File: src/rtl/conv_result_collector_if.sv
// ---------------------------------------------------------------------------
// conv_result_collector_if
//   Groups the signals of conv_result_collector into one interface.
//   The collector takes the master modport. A downstream model or the
//   kernel-array side takes the slave modport.
//
//   Kernel side (into the collector):
//     i_pixel_bus    ARRAY_SIZE*DATA_WIDTH  result bus; element 0 in MSB slice
//     i_window_done  1                      one-cycle window-finished marker
//     i_flush        1                      synchronous flush
//   Stream side:
//     i_ready        1                      downstream ready
//     o_data         DATA_WIDTH             current element
//     o_valid        1                      o_data valid
//     o_index        IDX_W                  element index of o_data
//     o_last         1                      high with element ARRAY_SIZE-1
//     o_overflow     1                      sticky: a snapshot was dropped
//   Debug:
//     dbg_state      1                      collector FSM state (0 idle, 1 drain)
//
//   Handshake: an element moves on every rising clk edge where o_valid and
//   i_ready are both high. While o_valid is high and i_ready is low, the
//   o_data, o_index and o_last outputs hold their values. o_valid never
//   drops without a transfer, except on flush or reset.
// ---------------------------------------------------------------------------
interface conv_result_collector_if #(
  parameter int ARRAY_SIZE = 6,
  parameter int DATA_WIDTH = 32
);
  localparam int IDX_W = (ARRAY_SIZE > 1) ? $clog2(ARRAY_SIZE) : 1;

  logic [ARRAY_SIZE*DATA_WIDTH-1:0] i_pixel_bus;
  logic                             i_window_done;
  logic                             i_flush;
  logic                             i_ready;
  logic [DATA_WIDTH-1:0]            o_data;
  logic                             o_valid;
  logic [IDX_W-1:0]                 o_index;
  logic                             o_last;
  logic                             o_overflow;
  logic                             dbg_state;

  modport master (
    input  i_pixel_bus, i_window_done, i_flush, i_ready,
    output o_data, o_valid, o_index, o_last, o_overflow, dbg_state
  );

  modport slave (
    output i_pixel_bus, i_window_done, i_flush, i_ready,
    input  o_data, o_valid, o_index, o_last, o_overflow, dbg_state
  );
endinterface

File: src/rtl/conv_result_collector.sv
// ---------------------------------------------------------------------------
// conv_result_collector
//   Snapshots the kernel array's parallel result bus CAPTURE_DELAY cycles
//   after each window-done marker. It then serialises the snapshot one
//   element per valid/ready transfer.
//
//   Storage:
//     - One drain register, which is the snapshot being streamed.
//     - One pending register, which lets back-to-back windows stream
//       without a bubble.
//   If neither slot can take a capture, the snapshot is dropped and
//   o_overflow is set. o_overflow is sticky.
//
//   Ports:
//     clk    clock
//     rst_n  asynchronous active-low reset
//     bus    conv_result_collector_if.master (see the interface file for the
//            signal list and the handshake rules)
// ---------------------------------------------------------------------------
module conv_result_collector #(
  parameter int ARRAY_SIZE    = 6,
  parameter int DATA_WIDTH    = 32,
  parameter int CAPTURE_DELAY = 3   // legal range 1..8
) (
  input  logic                          clk,
  input  logic                          rst_n,
  conv_result_collector_if.master       bus
);

  localparam int               IDX_W    = (ARRAY_SIZE > 1) ? $clog2(ARRAY_SIZE) : 1;
  localparam logic [IDX_W-1:0] LAST_IDX = IDX_W'(ARRAY_SIZE - 1);

  typedef enum logic {
    ST_IDLE  = 1'b0,
    ST_DRAIN = 1'b1
  } state_e;

  state_e                    state_q, state_d;
  logic [IDX_W-1:0]          idx_q, idx_d;
  logic                      pend_full_q, pend_full_d;
  logic                      ovf_q, ovf_d;
  logic [CAPTURE_DELAY-1:0]  dly_q, dly_d;
  logic [CAPTURE_DELAY:0]    dly_ext;

  logic [DATA_WIDTH-1:0]     drain_q [ARRAY_SIZE];
  logic [DATA_WIDTH-1:0]     pend_q  [ARRAY_SIZE];
  logic [DATA_WIDTH-1:0]     snap    [ARRAY_SIZE];

  logic capture;
  logic valid;
  logic xfer;
  logic last_xfer;
  logic drain_free;
  logic pend_moves;
  logic load_drain_snap;
  logic load_drain_pend;
  logic load_pend;

  // Unpack the bus. Element 0 is in the most significant slice.
  always_comb begin
    for (int k = 0; k < ARRAY_SIZE; k++) begin
      snap[k] = bus.i_pixel_bus[(ARRAY_SIZE-1-k)*DATA_WIDTH +: DATA_WIDTH];
    end
  end

  // The marker pulse walks through the delay line.
  // A 1 in the top bit means the bus holds the final sums in this cycle.
  assign dly_ext = {dly_q, bus.i_window_done};
  assign capture = dly_q[CAPTURE_DELAY-1];

  assign valid      = (state_q == ST_DRAIN);
  assign xfer       = valid && bus.i_ready;
  assign last_xfer  = xfer && (idx_q == LAST_IDX);
  // The drain slot is free after this edge if it is empty now, or if its
  // final element leaves on this edge.
  assign drain_free = (state_q == ST_IDLE) || last_xfer;
  assign pend_moves = last_xfer && pend_full_q;

  always_comb begin
    state_d         = state_q;
    idx_d           = idx_q;
    pend_full_d     = pend_full_q;
    ovf_d           = ovf_q;
    dly_d           = dly_ext[CAPTURE_DELAY-1:0];
    load_drain_snap = 1'b0;
    load_drain_pend = 1'b0;
    load_pend       = 1'b0;

    if (bus.i_flush) begin
      // Flush wins over any transfer or capture on the same edge.
      state_d     = ST_IDLE;
      idx_d       = '0;
      pend_full_d = 1'b0;
      ovf_d       = 1'b0;
      dly_d       = '0;
    end else begin
      if (xfer) begin
        if (idx_q == LAST_IDX) begin
          idx_d = '0;
          if (pend_full_q) begin
            load_drain_pend = 1'b1;
            pend_full_d     = 1'b0;
          end else begin
            state_d = ST_IDLE;
          end
        end else begin
          idx_d = idx_q + IDX_W'(1);
        end
      end

      if (capture) begin
        if (drain_free && !pend_full_q) begin
          load_drain_snap = 1'b1;
          state_d         = ST_DRAIN;
          idx_d           = '0;
        end else if (!pend_full_q || pend_moves) begin
          // If pending moves into drain on this edge, the new snapshot
          // refills pending, so pending stays full.
          load_pend   = 1'b1;
          pend_full_d = 1'b1;
        end else begin
          ovf_d = 1'b1;
        end
      end
    end
  end

  always_ff @(posedge clk or negedge rst_n) begin
    if (!rst_n) begin
      state_q     <= ST_IDLE;
      idx_q       <= '0;
      pend_full_q <= 1'b0;
      ovf_q       <= 1'b0;
      dly_q       <= '0;
    end else begin
      state_q     <= state_d;
      idx_q       <= idx_d;
      pend_full_q <= pend_full_d;
      ovf_q       <= ovf_d;
      dly_q       <= dly_d;
    end
  end

  // Data slots.
  // load_drain_snap needs pending to be empty and load_drain_pend needs it
  // full, so the two never fire together.
  always_ff @(posedge clk or negedge rst_n) begin
    if (!rst_n) begin
      for (int k = 0; k < ARRAY_SIZE; k++) begin
        drain_q[k] <= '0;
        pend_q[k]  <= '0;
      end
    end else begin
      if (load_drain_snap) begin
        drain_q <= snap;
      end else if (load_drain_pend) begin
        drain_q <= pend_q;
      end
      if (load_pend) begin
        pend_q <= snap;
      end
    end
  end

  assign bus.o_valid    = valid;
  assign bus.o_data     = valid ? drain_q[idx_q] : '0;
  assign bus.o_index    = idx_q;
  assign bus.o_last     = valid && (idx_q == LAST_IDX);
  assign bus.o_overflow = ovf_q;
  assign bus.dbg_state  = state_q;

endmodule

File: src/flat_wrapper.sv
// flat-port wrapper written by rule: the top's interface ports become plain ports
module conv_result_collector_flat 
#(
  parameter int ARRAY_SIZE    = 6,
  parameter int DATA_WIDTH    = 32,
  parameter int CAPTURE_DELAY = 3                      
)
  (clk, rst_n, bus_i_pixel_bus, bus_i_window_done, bus_i_flush, bus_i_ready, bus_o_data, bus_o_valid, bus_o_index, bus_o_last, bus_o_overflow, bus_dbg_state);
  conv_result_collector_if #(.ARRAY_SIZE(ARRAY_SIZE), .DATA_WIDTH(DATA_WIDTH)) bus_i ();
  input  logic clk;
  input  logic rst_n;
  input wire logic [$bits(bus_i.i_pixel_bus)-1:0] bus_i_pixel_bus;
  input wire logic [$bits(bus_i.i_window_done)-1:0] bus_i_window_done;
  input wire logic [$bits(bus_i.i_flush)-1:0] bus_i_flush;
  input wire logic [$bits(bus_i.i_ready)-1:0] bus_i_ready;
  output wire logic [$bits(bus_i.o_data)-1:0] bus_o_data;
  output wire logic [$bits(bus_i.o_valid)-1:0] bus_o_valid;
  output wire logic [$bits(bus_i.o_index)-1:0] bus_o_index;
  output wire logic [$bits(bus_i.o_last)-1:0] bus_o_last;
  output wire logic [$bits(bus_i.o_overflow)-1:0] bus_o_overflow;
  output wire logic [$bits(bus_i.dbg_state)-1:0] bus_dbg_state;
  assign bus_i.i_pixel_bus = bus_i_pixel_bus;
  assign bus_i.i_window_done = bus_i_window_done;
  assign bus_i.i_flush = bus_i_flush;
  assign bus_i.i_ready = bus_i_ready;
  assign bus_o_data = bus_i.o_data;
  assign bus_o_valid = bus_i.o_valid;
  assign bus_o_index = bus_i.o_index;
  assign bus_o_last = bus_i.o_last;
  assign bus_o_overflow = bus_i.o_overflow;
  assign bus_dbg_state = bus_i.dbg_state;
  conv_result_collector #(.ARRAY_SIZE(ARRAY_SIZE), .DATA_WIDTH(DATA_WIDTH), .CAPTURE_DELAY(CAPTURE_DELAY)) u_core (.clk(clk), .rst_n(rst_n), .bus(bus_i));
endmodule
File: config.mk
export PLATFORM = sky130hd
export DESIGN_NAME = conv_result_collector_flat
export DESIGN_NICKNAME = d
export VERILOG_FILES = /design/src/rtl/conv_result_collector_if.sv /design/src/rtl/conv_result_collector.sv /design/src/flat_wrapper.sv
export SDC_FILE = /design/constraint.sdc
export NUM_CORES = 1
export LEC_CHECK = 0
export CAP_MARGIN = 40
export CELL_PAD_IN_SITES_DETAIL_PLACEMENT = 0
export CELL_PAD_IN_SITES_GLOBAL_PLACEMENT = 1
export CORE_MARGIN = 5
export CORE_UTILIZATION = 32
export CTS_CLUSTER_DIAMETER = 150
export DETAILED_ROUTE_END_ITERATION = 12
export HOLD_SLACK_MARGIN = 0.03
export PLACE_DENSITY = 0.59
export RECOVER_POWER = 25
export SYNTH_ARGS = -nofsm -noshare
export SYNTH_HDL_FRONTEND = slang
export SYNTH_SLANG_ARGS = --single-unit
File: constraint.sdc
create_clock -name clk -period 2.65 [get_ports clk]
set_clock_uncertainty 0.05 [all_clocks]
set_input_delay 0.53 -clock clk [delete_from_list [all_inputs] [get_ports clk]]
set_output_delay 0.53 -clock clk [all_outputs]
set_load 0.03 [all_outputs]
**The metal 1 layer**

Supply wires on this layer in grey. Cells faint in the background.
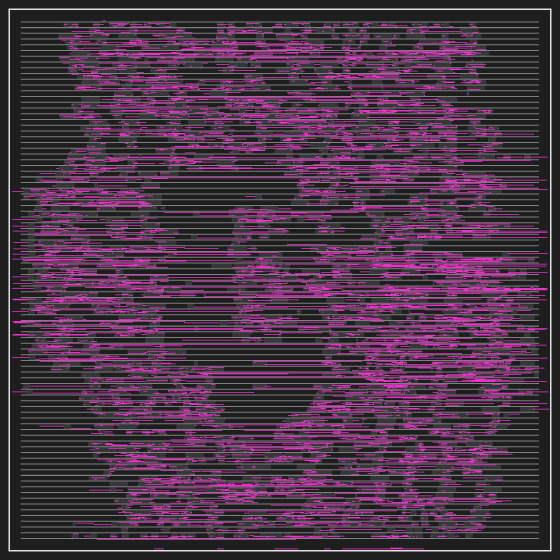
1,611 nets have wire on it. The wires run mostly horizontal. The layer carries 25.1 mm of wire.
via count: 11,200
met1 capacity usage during global routing: 0.230
Total Routed Length: 52,200 um

**M2 wires**

Cells faint in the background.
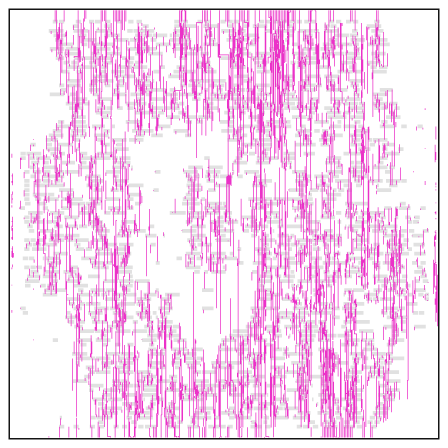
1,628 nets have wire on it. The layer carries 23.9 mm of wire. The longest straight run is 104 um.

**Wires at chosen ports, followed through buffers**

Scale bar: 100 um.
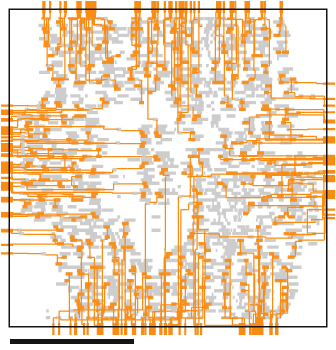
Key: orange = `bus_i_pixel_bus` [direction input, end cells 384, buffers 192, wire 11,700 um]

==> report_table.html <==
<p>Metrics extracted from the flow reports.</p>
<table>
<tr><th>Metric</th><th>Value</th></tr>
<tr><th colspan="2">Floorplan</th></tr>
<tr><td>Die extent in y</td><td>256 um</td></tr>
<tr><td>Core region area</td><td>60,100 um2</td></tr>
<tr><td>Num rows</td><td>90</td></tr>
<tr><td>Number of top-level pins</td><td>236</td></tr>
<tr><td>Width of the die</td><td>256 um</td></tr>
<tr><td>Die Footprint</td><td>65,500 um2</td></tr>
<tr><td>FP Util</td><td>0.322</td></tr>
<tr><td>Tap cells</td><td>782</td></tr>
<tr><th colspan="2">Worst setup path</th></tr>
<tr><td>Critical path arrival</td><td>2.43 ns</td></tr>
<tr><td>Crit Path Class</td><td>reg2out</td></tr>
<tr><td>Critical path required time</td><td>2.07 ns</td></tr>
<tr><td>Critical Path Source Type</td><td>flip-flop</td></tr>
<tr><td>Biggest cell delay along the critical path</td><td>0.55 ns</td></tr>
<tr><td>Maximum fanout encountered on the critical timing path</td><td>5</td></tr>
<tr><td>Count of buffer and inverter cells on the critical path</td><td>4</td></tr>
<tr><th colspan="2">Global routing</th></tr>
<tr><td>All-layer global routing usage</td><td>0.158</td></tr>
<tr><td>First-pass GRT wire length</td><td>80,100 um</td></tr>
<tr><td>Met3 Track Usage GR</td><td>0.0353</td></tr>
<tr><td>Largest net degree at the start of global routing</td><td>68</td></tr>
<tr><td>Global route total overflow</td><td>0</td></tr>
<tr><td>Antenna violations before repair</td><td>8</td></tr>
<tr><td>Global-route met2 utilization</td><td>0.242</td></tr>
<tr><td>Number of global-route vias before repair</td><td>12,400</td></tr>
<tr><th colspan="2">Min path</th></tr>
<tr><td>Classification of the worst-slack hold path</td><td>reg2reg</td></tr>
<tr><th colspan="2">Routing</th></tr>
<tr><td>Remaining antenna violation count</td><td>0</td></tr>
<tr><td>Wl on met1</td><td>25,100 um</td></tr>
<tr><td>Uppermost metal layer occupied by signal nets</td><td>met5</td></tr>
<tr><td>Number of remaining DRC errors</td><td>0</td></tr>
<tr><td>Average via count per standard cell</td><td>4.77</td></tr>
<tr><td>Met2 WL</td><td>23,900 um</td></tr>
<tr><th colspan="2">Synthesis</th></tr>
<tr><td>XOR/XNOR share of the synthesized area</td><td>0.000453</td></tr>
<tr><td>Synth mux share</td><td>0.424</td></tr>
<tr><td>Synth top area share</td><td>0.508</td></tr>
<tr><td>Share of the yosys chip area belonging to registers</td><td>0.508</td></tr>
<tr><td>Post-Syn Instances</td><td>1,250</td></tr>
<tr><td>Adder-cell share of the synthesized area</td><td>0</td></tr>
<tr><td>Post-synth net total</td><td>1,447</td></tr>
<tr><td>Post-synthesis cell type with the largest combined area</td><td>sky130_fd_sc_hd__dfrtp_1</td></tr>
<tr><td>Count of flip-flops with a built-in enable after synthesis</td><td>0</td></tr>
<tr><td>Mean Syn Cell Area</td><td>15.5 um2</td></tr>
<tr><td>Distinct cell type count after synthesis</td><td>29</td></tr>
<tr><td>Dominant Register Cell</td><td>sky130_fd_sc_hd__dfrtp_1</td></tr>
<tr><td>Main combinational cell family by area after synthesis</td><td>multiplexers</td></tr>
<tr><td>Post-synthesis register bit count</td><td>393</td></tr>
<tr><td>Synth Area in Simple Gates</td><td>0.0175</td></tr>
<tr><th colspan="2">Final timing</th></tr>
<tr><td>Setup-violating endpoint count in the final report</td><td>32</td></tr>
<tr><td>Final number of max-transition violations</td><td>0</td></tr>
<tr><td>Highest Clock Rate</td><td>0.332 GHz</td></tr>
<tr><td>Portion of the clock cycle consumed by the worst path in the final layout</td><td>1.14</td></tr>
<tr><td>Unrepaired setup endpoints after global routing</td><td>yes</td></tr>
<tr><td>Setup slack of the critical path after layout</td><td>-0.364 ns</td></tr>
<tr><td>Actual transition at the worst max-transition pin</td><td>0.928 ns</td></tr>
<tr><th colspan="2">Layout</th></tr>
<tr><td>Final Util</td><td>0.416</td></tr>
<tr><td>Combinational gate area</td><td>9030 um2</td></tr>
<tr><td>Count of non-CTS buffers in the layout</td><td>318</td></tr>
<tr><td>Final layout net count</td><td>1,726</td></tr>
<tr><td>Most common cell after layout, fill and taps aside</td><td>sky130_fd_sc_hd__dfrtp_1</td></tr>
<tr><td>Combinational fraction of the cell area</td><td>0.361</td></tr>
<tr><td>Clock buf count</td><td>72</td></tr>
<tr><td>Fraction of layout cells with a size suffix above 1</td><td>0.552</td></tr>
<tr><td>Synth-to-layout area growth</td><td>29.4%</td></tr>
<tr><th colspan="2">Pwr</th></tr>
<tr><td>P_leak</td><td>11.7 nW</td></tr>
<tr><td>Pwr dens</td><td>680 nW/um2</td></tr>
<tr><th colspan="2">Placed design</th></tr>
<tr><td>Port bufs</td><td>235</td></tr>
<tr><td>RD Place Congestion</td><td>0.740</td></tr>
<tr><td>Worst Setup Slack post-DPL</td><td>0.0601 ns</td></tr>
<tr><th colspan="2">Clock network</th></tr>
<tr><td>Number of buffers added to fix hold violations after cts</td><td>1</td></tr>
<tr><td>Post-CTS repair timing setup buffer count</td><td>14</td></tr>
<tr><td>CTS tree</td><td>yes</td></tr>
<tr><td>Deepest clock path buffer count</td><td>3</td></tr>
<tr><th colspan="2">Outcome</th></tr>
<tr><td>Run status</td><td>finished, violations left</td></tr>
<tr><td>Failing checks</td><td>negative setup slack</td></tr>
<tr><th colspan="2">Run</th></tr>
<tr><td>Max-cap check violation count</td><td>0</td></tr>
</table>
worst paths after layout:
kind,start,slack [ns],to,cells after the start
min in group asynchronous,rst_n,0.58,u_core.pend_q[151]$_DFFE_PN0P_,2
worst max-delay path,u_core.bus.o_index[0]$_DFF_PN0_,-0.36,bus_o_data[19],7
worst min-delay path,u_core.dly_q[1]$_DFF_PN0_,0.41,u_core.dly_q[2]$_DFF_PN0_,1
worst max register to register,u_core.bus.o_index[0]$_DFF_PN0_,0.15,u_core.drain_q[90]$_DFFE_PN0P_,7
worst min register to register,u_core.dly_q[1]$_DFF_PN0_,0.41,u_core.dly_q[2]$_DFF_PN0_,1
max in group asynchronous,rst_n,0.43,u_core.drain_q[169]$_DFFE_PN0P_,3
metrics by stage:
step / instance area [um2] / instances / total power, mW / TNS, ns / hold slack (ns)
after floorplan: 19300 / 1250 / 9.47 / 0 / 0.184
after global placement: 23000 / 2241 / 10.5 / 0 / 0.393
after detailed placement: 23000 / 2241 / 10.6 / 0 / 0.395
after CTS: 25000 / 2342 / 17.3 / -10.85 / 0.359
after global routing: 25000 / 2344 / 17.9 / -12.13 / 0.427
final: 25000 / 2346 / 17.0 / -9.23 / 0.413
report_power, final:
| part | internal, mW | switching, mW |
|---|---|---|
| Combinational | 2.19 | 1.10 |
| Sequential | 6.87 | 0.482 |
| Clock | 3.77 | 2.60 |
| Total | 12.8 | 4.18 |
state kept, by name (all words and copies together), names as in the netlist:
register / cells
u_core.bus.dbg_state: 1
u_core.bus.o_index: 3
u_core.bus.o_overflow: 1
u_core.dly_q: 3
u_core.drain_q: 192
u_core.pend_full_q: 1
u_core.pend_q: 192
Power is estimated from default activity; no workload was simulated.
